Power grid:
Bar = 20 um. Pins as bars on the die edge. Tap cells in grey.
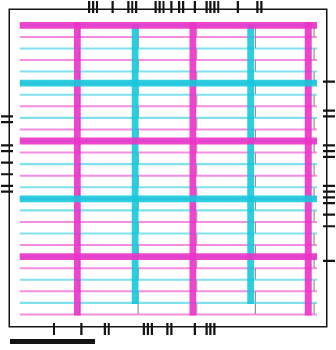
Placed cells, one colour a class:
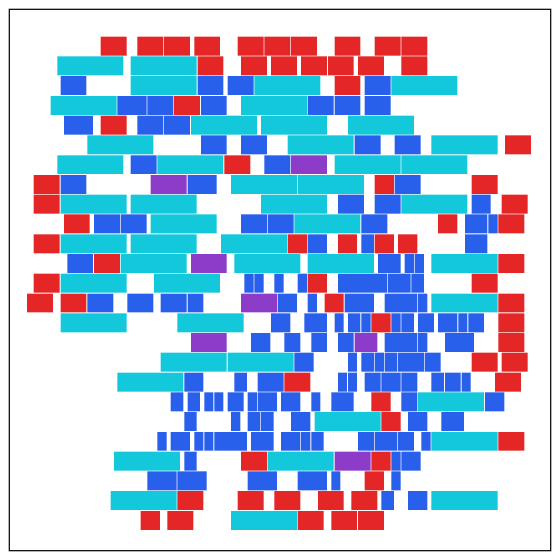
==> config.mk <==
export PLATFORM = sky130hd
export DESIGN_NAME = line_decoder_seq
export DESIGN_NICKNAME = d
export VERILOG_FILES = /design/src/rtl/line_dec_pkg.sv /design/src/rtl/onehot_dec.sv /design/src/rtl/line_decoder_seq.sv
export SDC_FILE = /design/constraint.sdc
export NUM_CORES = 1
export LEC_CHECK = 0
export CAP_MARGIN = 10
export CORE_MARGIN = 2
export CORE_UTILIZATION = 45
export DETAILED_ROUTE_END_ITERATION = 7
export PLACE_DENSITY = 0.81
export SLEW_MARGIN = 20
export SYNTH_ARGS = -nofsm -noshare
export SYNTH_HDL_FRONTEND = slang
export SYNTH_SLANG_ARGS = --single-unit
==> constraint.sdc <==
create_clock -name clk -period 3.1 [get_ports clk]
set_clock_uncertainty 0.15 [all_clocks]
set_input_delay 0.62 -clock clk [delete_from_list [all_inputs] [get_ports clk]]
set_output_delay 0.62 -clock clk [all_outputs]
set_load 0.01 [all_outputs]
==> results.txt <==
run metrics: worst slack at placement=~180 ps, cell family with most CP delay=simple AND/OR/NAND/NOR gates, Gate power share=~22%, initial antenna violation count=0, OpenROAD warnings=26, syn_nets=208, synth cell count leaders=dfrtp_1, a32o_1, nor2_1, Net Sw Frac=between 20% and 30%, worst reg2reg path depth=7, status=completed, routing usage on met1=29.3%, Final Hold Fails=0, Overall Power=between 1000 and 1500 uW, Non-clock buffer share=a little over a fifth, WL final=roughly 5.5 mm, Buffers, non-clock=67, fillers=around 400, Top Layout Cells=clkdlybuf4s50_1, dfrtp_1, a32o_1, logic area=just under 1000 um^2, 1st-pass router iterations=5, synth warn=0, Top Usage Layer GRT=met2, share of cells above drive strength 1=approximately 14%, mapped cell area=roughly 2200 um^2, Mapped Cells=~190, Placer Congestion=approximately 0.79, CTS tree=built, fin nets=between 200 and 300, Non-Filler Instances=between 300 and 400, highest-count logic cell in the final layout=clkdlybuf4s50_1, hold_ws=162 ps, Top class by area=sequential cells, first-pass GRT wire length=approximately 8.7 mm, final worst slack=a little under 200 ps, Worst R2R Setup Slack=a little under 200 ps, Post-synth EDFFs=0, Setup Viol. Count Final=0, Tcrit/Tclk final=a little over nine tenths, post-DR vias/cell=approximately 6, Psw=417 uW, Setup crit start kind=flop, antenna viol nets, final=0, crit-path cells=inv_1 > ha_1 > or3b_1 > nor4_1 > xnor2_1 > a21oi_2 > a32o_2, grt ovf=0, yosys stat chip area=between 2000 and 2500 um^2, critical path peak fanout=16, placed inst area=between 2000 and 3000 um^2, Setup TNS=0 ps, Post-CTS Hold Fix Bufs=0, Root Buffer=clkbuf_8, max reg flops=32, cts repair resizes=0, grt met3 use=4.07%, Tmin final=~2900 ps, HP Class=input port to asynchronous set/reset pin, Internal=between 900 and 1000 uW, Yosys top cell area share=a little over half, cell total in the yosys stat output=191, Vias=between 1500 and 2000, Setup CP Type=flop to flop, Worst-Margin Slew=around 760 ps, Pre-Place Util=a little under half, Synth async-reset ratio=100%, Synth area leader=dfrtp_1, Final Max Tran Viols=0, FF/Latch Area=1200 um^2, Commonest flop=dfrtp_1, fmax=344 MHz, Power Density=~470 nW/um^2, vias in the first global route=about 1800, Worst EP arrival=between 2000 and 3000 ps, area grow syn2layout=34.4%, combinational share of cell area=between 30% and 40%, CP Buf/Inv Count=1, Clock Latency Late Sink=300 ps, chip area=5520 um^2, RSZ-0062 raised after global routing=false, Tapcells=67, Logic inverters=4, relative slew slack=between 40% and 50%, CTS sink count=around 48, IO Pins=approximately 55, sequential power share=about 50%, DRC violations left=0
## Picture notes: 'power grid'
VSS: marked magenta. VDD: marked cyan.
5 straps on met5. The core has 25 rows. 5 straps on met4. 55 signal pins sit on the boundary.
Max rail drop VDD: 0.257 mV
Die Wd: 74.3 um

## Picture notes: 'placed cells, one colour a class'
other buffers and delay cells: marked red, cells 67. all other logic: marked blue, cells 134. flip-flops: marked cyan, cells 48. clock drivers and dummy loads: marked purple, cells 7.
design area: 2990 um^2
sequential cell area share: 40.2%
final core utilization: 62.9%
Core ar.: 4750 um^2

metal layers:
metal / vias to the layer above / share of wire, %
met5: - / 0
met4: 0 / 1.1
met3: 6 / 6.9
met2: 70 / 49
met1: 933 / 43
li1: 875 / -
logic make-up after synthesis:
kind of cell	synth area share, %
AND-OR/OR-AND	23.9
AND/OR/NAND/NOR	14.6
flip-flops	54.0
buffers and inverters	3.03
multiplexers	2.92
adder cells (fa/ha/maj)	1.12
XOR/XNOR	0.394
power by group through the flow:
stage | sequential [uW] | combinational [uW] | clock [uW]
2_1_floorplan | 706 | 207 | 0
3_3_place_gp | 710 | 300 | 0
3_5_place_dp | 711 | 305 | 0
4_1_cts | 699 | 306 | 396
5_1_grt | 706 | 343 | 420
6_report | 699 | 308 | 384
Power figures rest on the tool's default switching activity, not on a simulated workload.
